--- src/rtl/mpsk_symbol_tx.sv ---
// MPSK (BPSK/QPSK) symbol mapper with rectangular upsampling by SPS.
// Symbol bits enter a one-entry holding register through a valid/ready
// handshake. The current symbol's Gray-coded constellation point is
// emitted on each sample_en tick, and each symbol lasts SPS ticks.
module mpsk_symbol_tx #(
    parameter int unsigned SYM_WIDTH    = 1,
    parameter int unsigned INT_WIDTH    = 1,
    parameter int unsigned DEC_WIDTH    = 14,
    parameter int unsigned BITS_PER_SYM = 2,
    parameter int unsigned SPS          = 4,
    parameter int unsigned AMP          = 11585
) (
    input  logic                                              clk,
    input  logic                                              rstn,
    input  logic                                              sample_en,
    input  logic                                              data_ready,
    input  logic [BITS_PER_SYM-1:0]                           bit_data,
    output logic                                              bit_ready,
    output logic                                              data_valid,
    output logic signed [SYM_WIDTH+INT_WIDTH+DEC_WIDTH-1:0]   MapperOutputDataI,
    output logic signed [SYM_WIDTH+INT_WIDTH+DEC_WIDTH-1:0]   MapperOutputDataQ,
    output logic                                              underrun
);

    localparam int unsigned W     = SYM_WIDTH + INT_WIDTH + DEC_WIDTH;
    localparam int unsigned CNT_W = $clog2(SPS);

    localparam logic signed [W-1:0]     AMP_P    = W'(AMP);
    localparam logic signed [W-1:0]     AMP_N    = -AMP_P;
    localparam logic [CNT_W-1:0]        CNT_LAST = CNT_W'(SPS - 1);

    typedef enum logic {
        IDLE = 1'b0,
        RUN  = 1'b1
    } state_t;

    state_t                  state_q, state_d;
    logic [CNT_W-1:0]        cnt_q, cnt_d;
    logic [BITS_PER_SYM-1:0] sym_q, sym_d;
    logic [BITS_PER_SYM-1:0] hold_q, hold_d;
    logic                    hold_full_q, hold_full_d;
    logic                    data_valid_q, data_valid_d;
    logic                    underrun_q, underrun_d;
    logic signed [W-1:0]     out_i_q, out_i_d;
    logic signed [W-1:0]     out_q_q, out_q_d;

    logic                    load_now;
    logic                    emit;
    logic                    accept;
    logic [BITS_PER_SYM-1:0] emit_sym;
    logic signed [W-1:0]     map_i;
    logic signed [W-1:0]     map_q;

    // In IDLE the first sample comes straight from the holding register.
    assign emit_sym = (state_q == IDLE) ? hold_q : sym_q;

    // Gray-coded constellation lookup for the symbol being emitted
    if (BITS_PER_SYM == 2) begin : g_qpsk
        always_comb begin
            map_i = emit_sym[1] ? AMP_N : AMP_P;
            map_q = emit_sym[0] ? AMP_N : AMP_P;
        end
    end else begin : g_bpsk
        always_comb begin
            map_i = emit_sym[0] ? AMP_N : AMP_P;
            map_q = '0;
        end
    end

    // Symbol sequencing, holding-register handshake and output next-state
    always_comb begin
        state_d      = state_q;
        cnt_d        = cnt_q;
        sym_d        = sym_q;
        hold_d       = hold_q;
        hold_full_d  = hold_full_q;
        data_valid_d = 1'b0;
        underrun_d   = 1'b0;
        out_i_d      = out_i_q;
        out_q_d      = out_q_q;
        load_now     = 1'b0;
        emit         = 1'b0;

        if (sample_en) begin
            case (state_q)
                IDLE: begin
                    if (hold_full_q) begin
                        load_now = 1'b1;
                        emit     = 1'b1;
                        cnt_d    = CNT_W'(1);
                        state_d  = RUN;
                    end
                end
                RUN: begin
                    emit = 1'b1;
                    if (cnt_q != CNT_LAST) begin
                        cnt_d = CNT_W'(cnt_q + 1'b1);
                    end else begin
                        cnt_d = '0;
                        if (hold_full_q) begin
                            load_now = 1'b1;
                        end else begin
                            state_d    = IDLE;
                            underrun_d = 1'b1;
                        end
                    end
                end
                default: state_d = IDLE;
            endcase
        end

        if (emit) begin
            data_valid_d = 1'b1;
            out_i_d      = map_i;
            out_q_d      = map_q;
        end

        if (load_now) begin
            sym_d       = hold_q;
            hold_full_d = 1'b0;
        end

        bit_ready = ~hold_full_q | load_now;
        accept    = data_ready & bit_ready;

        if (accept) begin
            hold_d      = bit_data;
            hold_full_d = 1'b1;
        end
    end

    // State and output registers
    always_ff @(posedge clk or negedge rstn) begin
        if (!rstn) begin
            state_q      <= IDLE;
            cnt_q        <= '0;
            sym_q        <= '0;
            hold_q       <= '0;
            hold_full_q  <= 1'b0;
            data_valid_q <= 1'b0;
            underrun_q   <= 1'b0;
            out_i_q      <= '0;
            out_q_q      <= '0;
        end else begin
            state_q      <= state_d;
            cnt_q        <= cnt_d;
            sym_q        <= sym_d;
            hold_q       <= hold_d;
            hold_full_q  <= hold_full_d;
            data_valid_q <= data_valid_d;
            underrun_q   <= underrun_d;
            out_i_q      <= out_i_d;
            out_q_q      <= out_q_d;
        end
    end

    assign data_valid        = data_valid_q;
    assign underrun          = underrun_q;
    assign MapperOutputDataI = out_i_q;
    assign MapperOutputDataQ = out_q_q;

endmodule

--- config.mk ---
export PLATFORM = sky130hd
export DESIGN_NAME = mpsk_symbol_tx
export DESIGN_NICKNAME = d
export VERILOG_FILES = /design/src/rtl/mpsk_symbol_tx.sv
export SDC_FILE = /design/constraint.sdc
export NUM_CORES = 1
export LEC_CHECK = 0
export ABC_AREA = 0
export CORE_ASPECT_RATIO = 1.1
export CORE_MARGIN = 2
export CORE_UTILIZATION = 25
export DETAILED_ROUTE_END_ITERATION = 10
export PLACE_DENSITY = 0.55
export SLEW_MARGIN = 10
export SYNTH_ARGS = -nofsm -noshare
export SYNTH_HDL_FRONTEND = slang
export SYNTH_SLANG_ARGS = --single-unit
--- constraint.sdc ---
create_clock -name clk -period 2 [get_ports clk]
set_clock_uncertainty 0.05 [all_clocks]
set_input_delay 0.5 -clock clk [delete_from_list [all_inputs] [get_ports clk]]
set_output_delay 0.5 -clock clk [all_outputs]
set_load 0.02 [all_outputs]
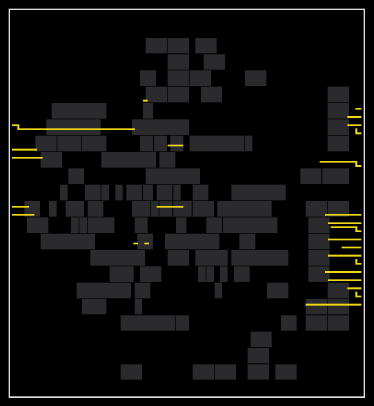
*Met3 routing*
Scale: 6 px per um.
The wires run mostly horizontal. 25 nets have wire on it. The layer holds 7.0% of the routed length. The longest straight run is 19.3 um. The layer carries 111 um of wire.

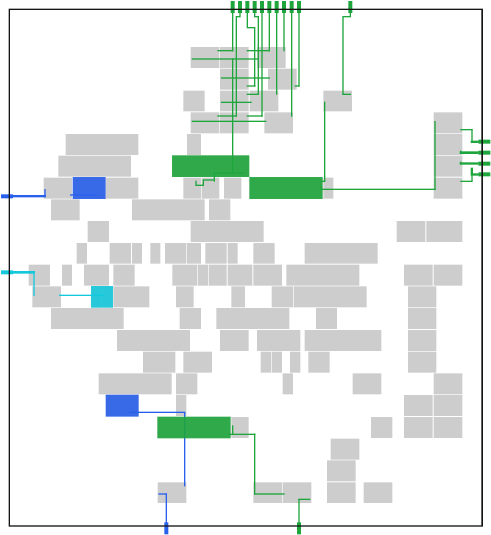
*Wires at chosen ports, followed through buffers*
Scale: 8 px per um.
bit_data: marked blue, direction input, end cells 2, buffers 2, wire 28.5 um. MapperOutputDataQ: marked green, direction output, end cells 3, buffers 16, wire 234 um. data_ready: marked cyan, direction input, end cells 2, buffers 1, wire 10.9 um.

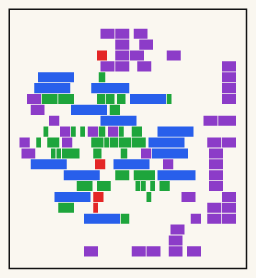
*Cell classes on the final placement*
Scale: 4 px per um.
all other logic: marked green, cells 37, share of their area 23%. other buffers and delay cells: marked purple, cells 48, share of their area 41%. flip-flops: marked blue, cells 15, share of their area 34%. clock drivers and dummy loads: marked red, cells 4, share of their area 2.4%.

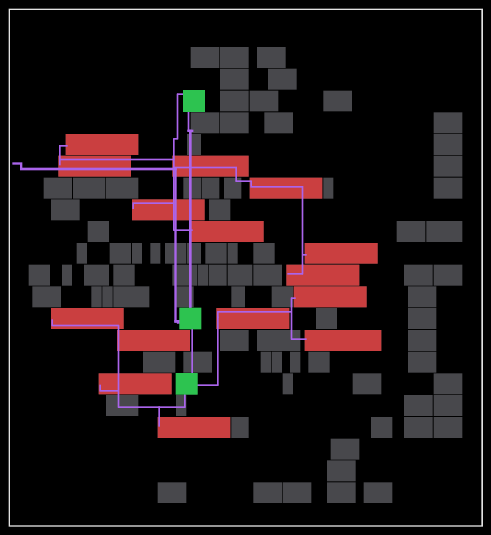
*Clock distribution*
Scale: 8 px per um.
clock wires: marked purple, length 219 um. cells driving clock nets: marked green, count 3. flip-flops: marked red, count 15.
There are 4 routed clock nets.

==> impl_metrics.toml <==
# yosys + openroad results
[global_route]
grt_pass1_vias = 522
grt_util_all_layers_pct = 9.16
grt_antenna_before_repair = 0
grt_first_pass_wirelength_um = 2530

[route]
drc = 5
post_drt_wl_per_cell_um = 11.5
drt_iter0_drc = 18
wl_met1_um = 660
dr_wl_met2_um = 778
top_layer_used = "met4"
routed-wl-met3_um = 111
dr.pass1.iters = 7
via_per_inst = 4.30
vias = 594

[die]
die_height_um = 64.4
die_area_um2 = 3800
io_pins = 41
die_x_um = 58.9
fp_util_pct = 26.8

[layout]
syn2layout_area_growth_pct = 39.8
post_route_cells_drive_above_1_share_pct = 21.2
final_nets = 112
num_antenna_cells = 0

[logic_synthesis]
yosys-top-cells-area = "dfrtp_1, buf_4, mux2_2"
synth-simple-area-share_pct = 7.09
async_reset_ff_share_pct = 100
ys_area_um2 = 830
netlist.area_leader.share_pct = 45.2
synth.logic.top_family = "buffers and inverters"
mux_share_pct = 7.84
top_area_cell = "dfrtp_1"
ys_types = 22
edf_count = 0
synthFlopType = "dfrtp_1"
syn_area_um2 = 830
postSynthAreaPerCell_um2 = 10.4
fp_nets = 87

[critical_path]
cp_slowest_cell = "clkdlybuf4s50_1"
cp-end-kind = "output port"
max_stage_delay_ns = 0.64
timing.critical_path.buf_inv = 1
path_class = "reg -> out"
critPathMaxFanout = 12
start_kind = "register"

[sta]
setup_viol = 0
tightest_slew_ns = 0.277
rsz0062_at_grt = "false"
drv_slew = 0
min_period_ns = 1.94
hold_viol = 0

[cts]
htreeDepth = 1
cts-buffers-inserted = 3
cts_sinks = 15
cts-root-buf = "clkbuf_4"
tritoncts = "yes"
clkTransAtPathRegs_ns = 0.09

[status]
violations = "design-rule violations"
outcome = "complete, but fails checks"

[power]
vdd_drop_max_mv = 0.490
p_per_area_nw_per_um2 = 1810
p_leak_nw = 0.514

[placement]
place.gp.congestion = 0.740

[run]
drv_cap = 0

[min_path]
hold_path.class = "reg -> reg"
## power breakdown
part           total, mW  internal (mW)  switching [mW]
sequential         0.548          0.422           0.126
combinational       1.38          0.717           0.663
clock              0.176         0.0775          0.0984
total               2.10           1.22           0.887
## layer usage
| layer | global-route usage, % | up-vias |
|---|---|---|
| met2 | 14.4 | 28 |
| met1 | 10.8 | 275 |
| li1 | - | 287 |
| met3 | 1.80 | 4 |
| met5 | 0 | - |
| met4 | 6.82 | 0 |
## worst paths after layout
check                                                  start                                 to  depth (start not counted)  slack (ns)
setup / recovery           MapperOutputDataQ[14]$_DFFE_PN0P_               MapperOutputDataQ[1]                          1        0.06
hold / removal              MapperOutputDataI[0]$_DFFE_PN0P_   MapperOutputDataI[0]$_DFFE_PN0P_                          1        0.45
setup reg to reg                        cnt_q[1]$_DFFE_PN0P_               sym_q[1]$_DFFE_PN0P_                          5        0.35
hold reg to reg             MapperOutputDataI[0]$_DFFE_PN0P_   MapperOutputDataI[0]$_DFFE_PN0P_                          1        0.45
max in group asynchronous                               rstn  MapperOutputDataI[14]$_DFFE_PN0P_                          2        1.24
min in group asynchronous                               rstn               data_valid$_DFF_PN0_                          2        0.47
## synth_stat cells (all sizes together) (2+ instances only)
cell type / instances
dfrtp: 15
mux2: 4
o22ai: 5
mux2i: 2
inv: 5
nand2: 7
buf: 28
o21ai: 3
## cells by family (layout without fill, tap and decap cells)
| family | count (synthesis) | count (layout) |
|---|---|---|
| adders and majority gates | 1 | 1 |
| muxes | 6 | 6 |
| and+or+nand+nor | 12 | 12 |
| AOI/OAI and AO/OA | 13 | 13 |
| buffers and inverters | 33 | 57 |
| DFF | 15 | 15 |
## repair_timing
action                     4_1_cts  5_1_grt
setup buffers                    0        1
resized                          9        3
setup endpoints to repair       21        2
## cell type report
type / count / area (um2)
Fill cell: 310 / 1940
Tap cell: 34 / 42.5
Inverter: 5 / 18.8
Sequential cell: 15 / 378
Clock buffer: 4 / 26.3
Multi-Input combinational cell: 32 / 234
Timing Repair Buffer: 48 / 460
## registers in the layout, summed over array words and instances, names as in the netlist
| signal | count |
|---|---|
| hold_full_q | 1 |
| MapperOutputDataI | 3 |
| MapperOutputDataQ | 2 |
| sym_q | 2 |
| underrun | 1 |
| state_q | 1 |
| data_valid | 1 |
| cnt_q | 2 |
| hold_q | 2 |
## per-stage QoR
| step | power [mW] | setup slack, ns | hold slack, ns | instance area [um2] | cells |
|---|---|---|---|---|---|
| finish | 2.10 | 0.0557 | 0.453 | 1160 | 138 |
| global route | 2.23 | 0.00207 | 0.491 | 1160 | 138 |
| CTS | 2.11 | 0.00895 | 0.465 | 1140 | 137 |
| detailed placement | 1.93 | -0.407 | 0.443 | 1120 | 133 |
| global placement | 1.89 | -0.410 | 0.429 | 1120 | 133 |
| floorplan | 1.54 | 0.140 | 0.154 | 830 | 80 |
## placed cells by master (no fill, tap or decap), types with 2 or more instances in the layout
cell type and count:
buf_4 9, clkbuf_4 3, clkdlybuf4s50_1 38, dfrtp_1 13
dfrtp_2 2, inv_1 5, mux2_2 4, mux2i_1 2
nand2_1 7, o22ai_1 4
Power and IR drop assume default switching activity.
